==> src/rtl/bram_stream_reader.sv <==
// Burst reader: fetches a contiguous BRAM range (1-cycle read latency) and
// streams it out over valid/ready, with a 2-entry buffer absorbing in-flight reads.
module bram_stream_reader #(
   parameter int DATA_WIDTH = 8,
   parameter int ADDR_WIDTH = 10,
   parameter int LEN_WIDTH  = 16
) (
   input  logic                  clk,
   input  logic                  areset,
   input  logic                  i_start,
   input  logic [ADDR_WIDTH-1:0] i_base_addr,
   input  logic [LEN_WIDTH-1:0]  i_num,
   output logic                  o_idle,
   output logic                  o_done,
   output logic                  o_bram_en,
   output logic [ADDR_WIDTH-1:0] o_bram_addr,
   input  logic [DATA_WIDTH-1:0] i_bram_rdata,
   output logic                  o_m_valid,
   input  logic                  i_m_ready,
   output logic [DATA_WIDTH-1:0] o_m_data,
   output logic                  o_m_last
);

   typedef enum logic [1:0] {S_IDLE, S_RUN, S_DONE} state_t;

   state_t                state_q, state_d;
   logic [ADDR_WIDTH-1:0] base_q, base_d;
   logic [LEN_WIDTH-1:0]  num_q, num_d;
   logic [LEN_WIDTH-1:0]  issued_q, issued_d;
   logic [LEN_WIDTH-1:0]  popped_q, popped_d;
   logic                  inflight_q, inflight_d;
   logic [DATA_WIDTH-1:0] fifo_q [2];
   logic [DATA_WIDTH-1:0] fifo_d [2];
   logic                  wr_ptr_q, wr_ptr_d;
   logic                  rd_ptr_q, rd_ptr_d;
   logic [1:0]            cnt_q, cnt_d;

   logic                  pop;
   logic                  issue;
   logic [2:0]            occupancy;
   logic [2:0]            limit;

   assign pop = o_m_valid && i_m_ready;

   // A read may go out only if the words already buffered or in flight,
   // less the one leaving this cycle, leave a free FIFO slot for it.
   assign occupancy = 3'(cnt_q) + 3'(inflight_q);
   assign limit     = 3'd2 + 3'(pop);
   assign issue     = (state_q == S_RUN) && (issued_q < num_q) && (occupancy < limit);

   assign o_bram_en   = issue;
   assign o_bram_addr = issue ? base_q + ADDR_WIDTH'(issued_q) : '0;
   assign o_m_valid   = (cnt_q != 2'd0);
   assign o_m_data    = fifo_q[rd_ptr_q];
   assign o_m_last    = o_m_valid && (popped_q == num_q - LEN_WIDTH'(1));
   assign o_idle      = (state_q == S_IDLE);
   assign o_done      = (state_q == S_DONE);

   // NOTE: every signal gets a default before any branch so no latch is inferred.
   always_comb begin
      state_d    = state_q;
      base_d     = base_q;
      num_d      = num_q;
      issued_d   = issued_q;
      popped_d   = popped_q;
      inflight_d = issue;
      fifo_d     = fifo_q;
      wr_ptr_d   = wr_ptr_q;
      rd_ptr_d   = rd_ptr_q;
      cnt_d      = cnt_q + 2'(inflight_q) - 2'(pop);

      if (inflight_q) begin
         fifo_d[wr_ptr_q] = i_bram_rdata;
         wr_ptr_d         = ~wr_ptr_q;
      end
      if (pop) begin
         rd_ptr_d = ~rd_ptr_q;
         popped_d = popped_q + LEN_WIDTH'(1);
      end
      if (issue) begin
         issued_d = issued_q + LEN_WIDTH'(1);
      end

      unique case (state_q)
         S_IDLE: begin
            if (i_start) begin
               base_d   = i_base_addr;
               num_d    = i_num;
               issued_d = '0;
               popped_d = '0;
               state_d  = (i_num == '0) ? S_DONE : S_RUN;
            end
         end
         S_RUN: begin
            if (pop && o_m_last) begin
               state_d = S_DONE;
            end
         end
         S_DONE: begin
            state_d = S_IDLE;
         end
         default: begin
            state_d = S_IDLE;
         end
      endcase
   end

   // NOTE: state uses non-blocking assignments only; the two buffer words are
   // reset as well so o_m_data reads zero out of reset.
   always_ff @(posedge clk) begin
      if (areset) begin
         state_q    <= S_IDLE;
         base_q     <= '0;
         num_q      <= '0;
         issued_q   <= '0;
         popped_q   <= '0;
         inflight_q <= 1'b0;
         fifo_q     <= '{default: '0};
         wr_ptr_q   <= 1'b0;
         rd_ptr_q   <= 1'b0;
         cnt_q      <= '0;
      end else begin
         state_q    <= state_d;
         base_q     <= base_d;
         num_q      <= num_d;
         issued_q   <= issued_d;
         popped_q   <= popped_d;
         inflight_q <= inflight_d;
         fifo_q     <= fifo_d;
         wr_ptr_q   <= wr_ptr_d;
         rd_ptr_q   <= rd_ptr_d;
         cnt_q      <= cnt_d;
      end
   end

endmodule

==> config.mk <==
export PLATFORM = sky130hd
export DESIGN_NAME = bram_stream_reader
export DESIGN_NICKNAME = d
export VERILOG_FILES = /design/src/rtl/bram_stream_reader.sv
export SDC_FILE = /design/constraint.sdc
export NUM_CORES = 1
export LEC_CHECK = 0
export CAP_MARGIN = 5
export CORE_ASPECT_RATIO = 0.75
export CORE_MARGIN = 2
export CORE_UTILIZATION = 32
export CTS_CLUSTER_SIZE = 25
export DETAILED_ROUTE_END_ITERATION = 10
export SETUP_SLACK_MARGIN = 0.05
export SLEW_MARGIN = 20
export SYNTH_ARGS = -nofsm -noshare
export SYNTH_HDL_FRONTEND = slang
export SYNTH_SLANG_ARGS = --single-unit
export TNS_END_PERCENT = 20
==> constraint.sdc <==
create_clock -name clk -period 5.2 [get_ports clk]
set_input_delay 1.04 -clock clk [delete_from_list [all_inputs] [get_ports clk]]
set_output_delay 1.04 -clock clk [all_outputs]
set_load 0.01 [all_outputs]
**Clock distribution**

Drawn at 4 px/micron.
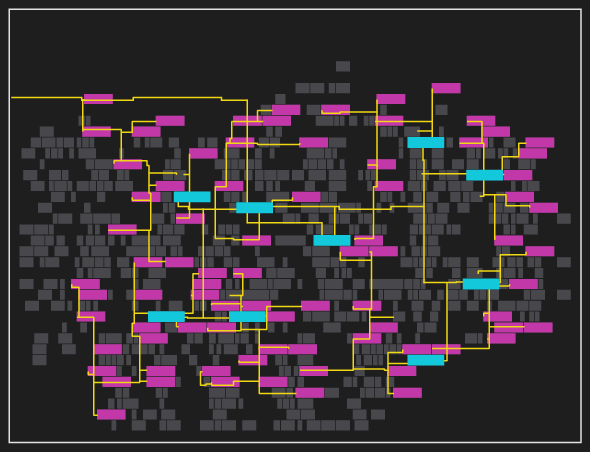
- yellow: clock wires (length 1120 microns)
- cyan: clock-net drivers (count 9)
- magenta: flip-flops (count 81)
- routed clock nets: 10

**Layout detail**

Region (59, 41) to (84, 66) microns. Cells in grey, sequential cells in the stronger grey; small squares are vias.
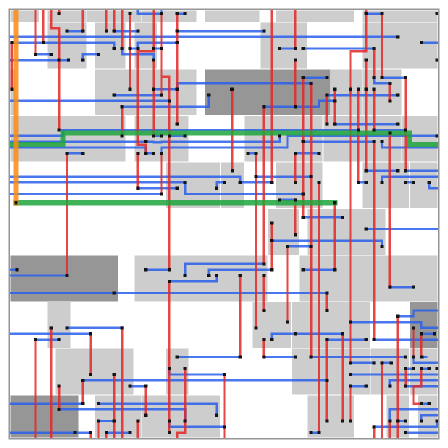
- orange: M4
- blue: M1
- red: M2
- green: M3
- sequential cells in the window: 3
- most frequent: ha_1 (7), a21o_1 (6)
- netlist names of flops here include: issued_q (3)
- cells with their middle in the window: 37

**Clock wiring as the flow saved it**

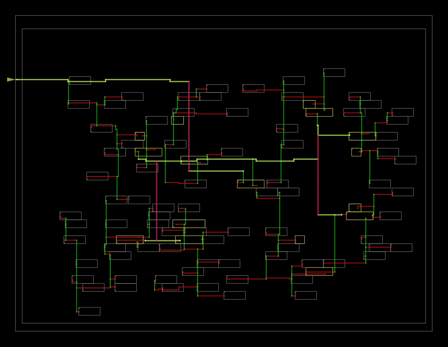
Layout clock buffers: 9
TritonCTS buffer count: 9

==> out/results.tsv <==
metric	value	unit
status	finished clean	
Placer Congestion	0.880	
CP required	4160	ps
Cell Type Count	48	
CP Capture Type	output pin	
cts hold-fix bufs	0	
RSZ-0062 raised after global routing	no	
clock skew	6.61	ps
Main synth FF type	dfxtp_1	
die height	108	microns
number of gates resized after CTS	0	
Top Consumer	sequential cells	
Diodes inserted	0	
first-pass GRT wire length	20.0	mm
Final Hold Viols	0	
worst-margin pin slew	1110	ps
Clock Path Buffers	2	
Slew Limit Fails	0	
Site Rows	37	
sequential group power	695	uW
GRT Resource Usage Total	16.5	%
HP Class	reg -> reg	
clock transition at the registers of the reported paths	70	ps
Clock net power	676	uW
grt total ovfl	0	
placed cell area	0.00532	sq mm
postcts setup bufs	0	
final tally of setup violations	0	
ys cells	573	
Post-synth EDFFs	0	
share of layout cells above drive strength 1	5.61	%
Main logic family	simple AND/OR/NAND/NOR gates	
Residual DRC	0	
Final Non-Filler Cells	799	
CTS Sinks	81	
internal power	1180	uW
total wire length	12.3	mm
number of global-route vias before repair	4091	
[metal layers]
metal	part of all wire [%]	wire, microns	vias to the layer above	GRT usage [%]
met3	4.4	547	13	4.45
met4	1.7	207	0	5.59
met2	45	5530	87	26.0
met5	0	0	-	0
li1	-	-	2087	-
met1	49	6020	1932	22.0
[critical path: stages]
cell and delay [ps]:
clkdlybuf4s50_1 450, nand2_1 120, o21ai_0 180, and3_1 330, o21ai_4 240, a221o_1 320
a211oi_1 220, clkdlybuf4s50_1 570
[per-stage QoR]
stage / utilization [%] / setup WS (ps)
after floorplan: - / 1810
after global placement: 38.3 / 715
after detailed placement: 38.3 / 698
after CTS: 40.6 / 666
after global routing: 40.6 / 534
final: 40.6 / 679
[registers in the layout, summed over array words and instances, names as in the netlist]
register,cells
base_q,10
cnt_q,2
fifo_q,16
inflight_q,1
issued_q,16
num_q,16
popped_q,16
rd_ptr_q,1
state_q,2
wr_ptr_q,1
[worst paths after layout]
path | start | to | slack, ps | cells after the start
worst max-delay path | i_m_ready | o_bram_addr[9] | 680 | 8
worst min-delay path | fifo_q[10]$_SDFFE_PP0P_ | fifo_q[10]$_SDFFE_PP0P_ | 450 | 2
worst max register to register | num_q[9]$_SDFFE_PP0P_ | issued_q[10]$_SDFF_PP0_ | 2490 | 9
worst min register to register | fifo_q[10]$_SDFFE_PP0P_ | fifo_q[10]$_SDFFE_PP0P_ | 450 | 2
[synthesized netlist by cell type, drive strengths merged (5+ instances only)]
cell and number:
a21o 9, a21oi 66, and3 6, buf 6, clkbuf 20, dfxtp 81, ha 31, inv 20
mux2 8, nand2 96, nand2b 5, nand3 26, nand4 13, nor2 40, nor2b 9, nor3 11
nor4 9, o21a 5, o21ai 13, o31ai 5, or3 9, xnor2 20, xor2 30
[cells in the final DEF (no fill, tap or decap), types with 2 or more instances in the layout]
| cell type | count |
|---|---|
| nand3_1 | 26 |
| ha_1 | 31 |
| inv_1 | 19 |
| or3_1 | 9 |
| xor2_1 | 30 |
| or2_2 | 2 |
| nand2_1 | 96 |
| a31oi_1 | 2 |
| a21oi_1 | 66 |
| o21a_1 | 5 |
| nor3b_1 | 4 |
| o2111ai_1 | 3 |
| dfxtp_1 | 81 |
| and4_1 | 2 |
| inv_8 | 3 |
| and3_1 | 6 |
| o21ai_0 | 12 |
| clkbuf_16 | 9 |
| a21o_1 | 9 |
| nor2_1 | 40 |
| nor4_1 | 8 |
| or4_1 | 4 |
| inv_6 | 2 |
| a211o_1 | 2 |
| nand4_1 | 13 |
| mux2_2 | 8 |
| clkdlybuf4s50_1 | 59 |
| nand2b_1 | 4 |
| xnor2_1 | 20 |
| and2_1 | 4 |
| nor2b_1 | 9 |
| nor3_1 | 11 |
| o31ai_1 | 5 |
[kinds of logic after synthesis]
| family | Yosys count |
|---|---|
| buffers and inverters | 46 |
| xor gates and xnor gates | 50 |
| adders and majority gates | 32 |
| muxes | 8 |
| AOI/OAI and AO/OA | 114 |
| and+or+nand+nor | 242 |
| DFF | 81 |
[final cells by class]
cell class	count	area share [%]
Multi-Input combinational cell	446	49.7
Tap cell	175	3.88
Clock buffer	9	3.99
Sequential cell	81	28.8
Timing Repair Buffer	61	10.7
Inverter	20	1.33
Clock inverter	7	1.60
Power figures rest on the tool's default switching activity, not on a simulated workload.
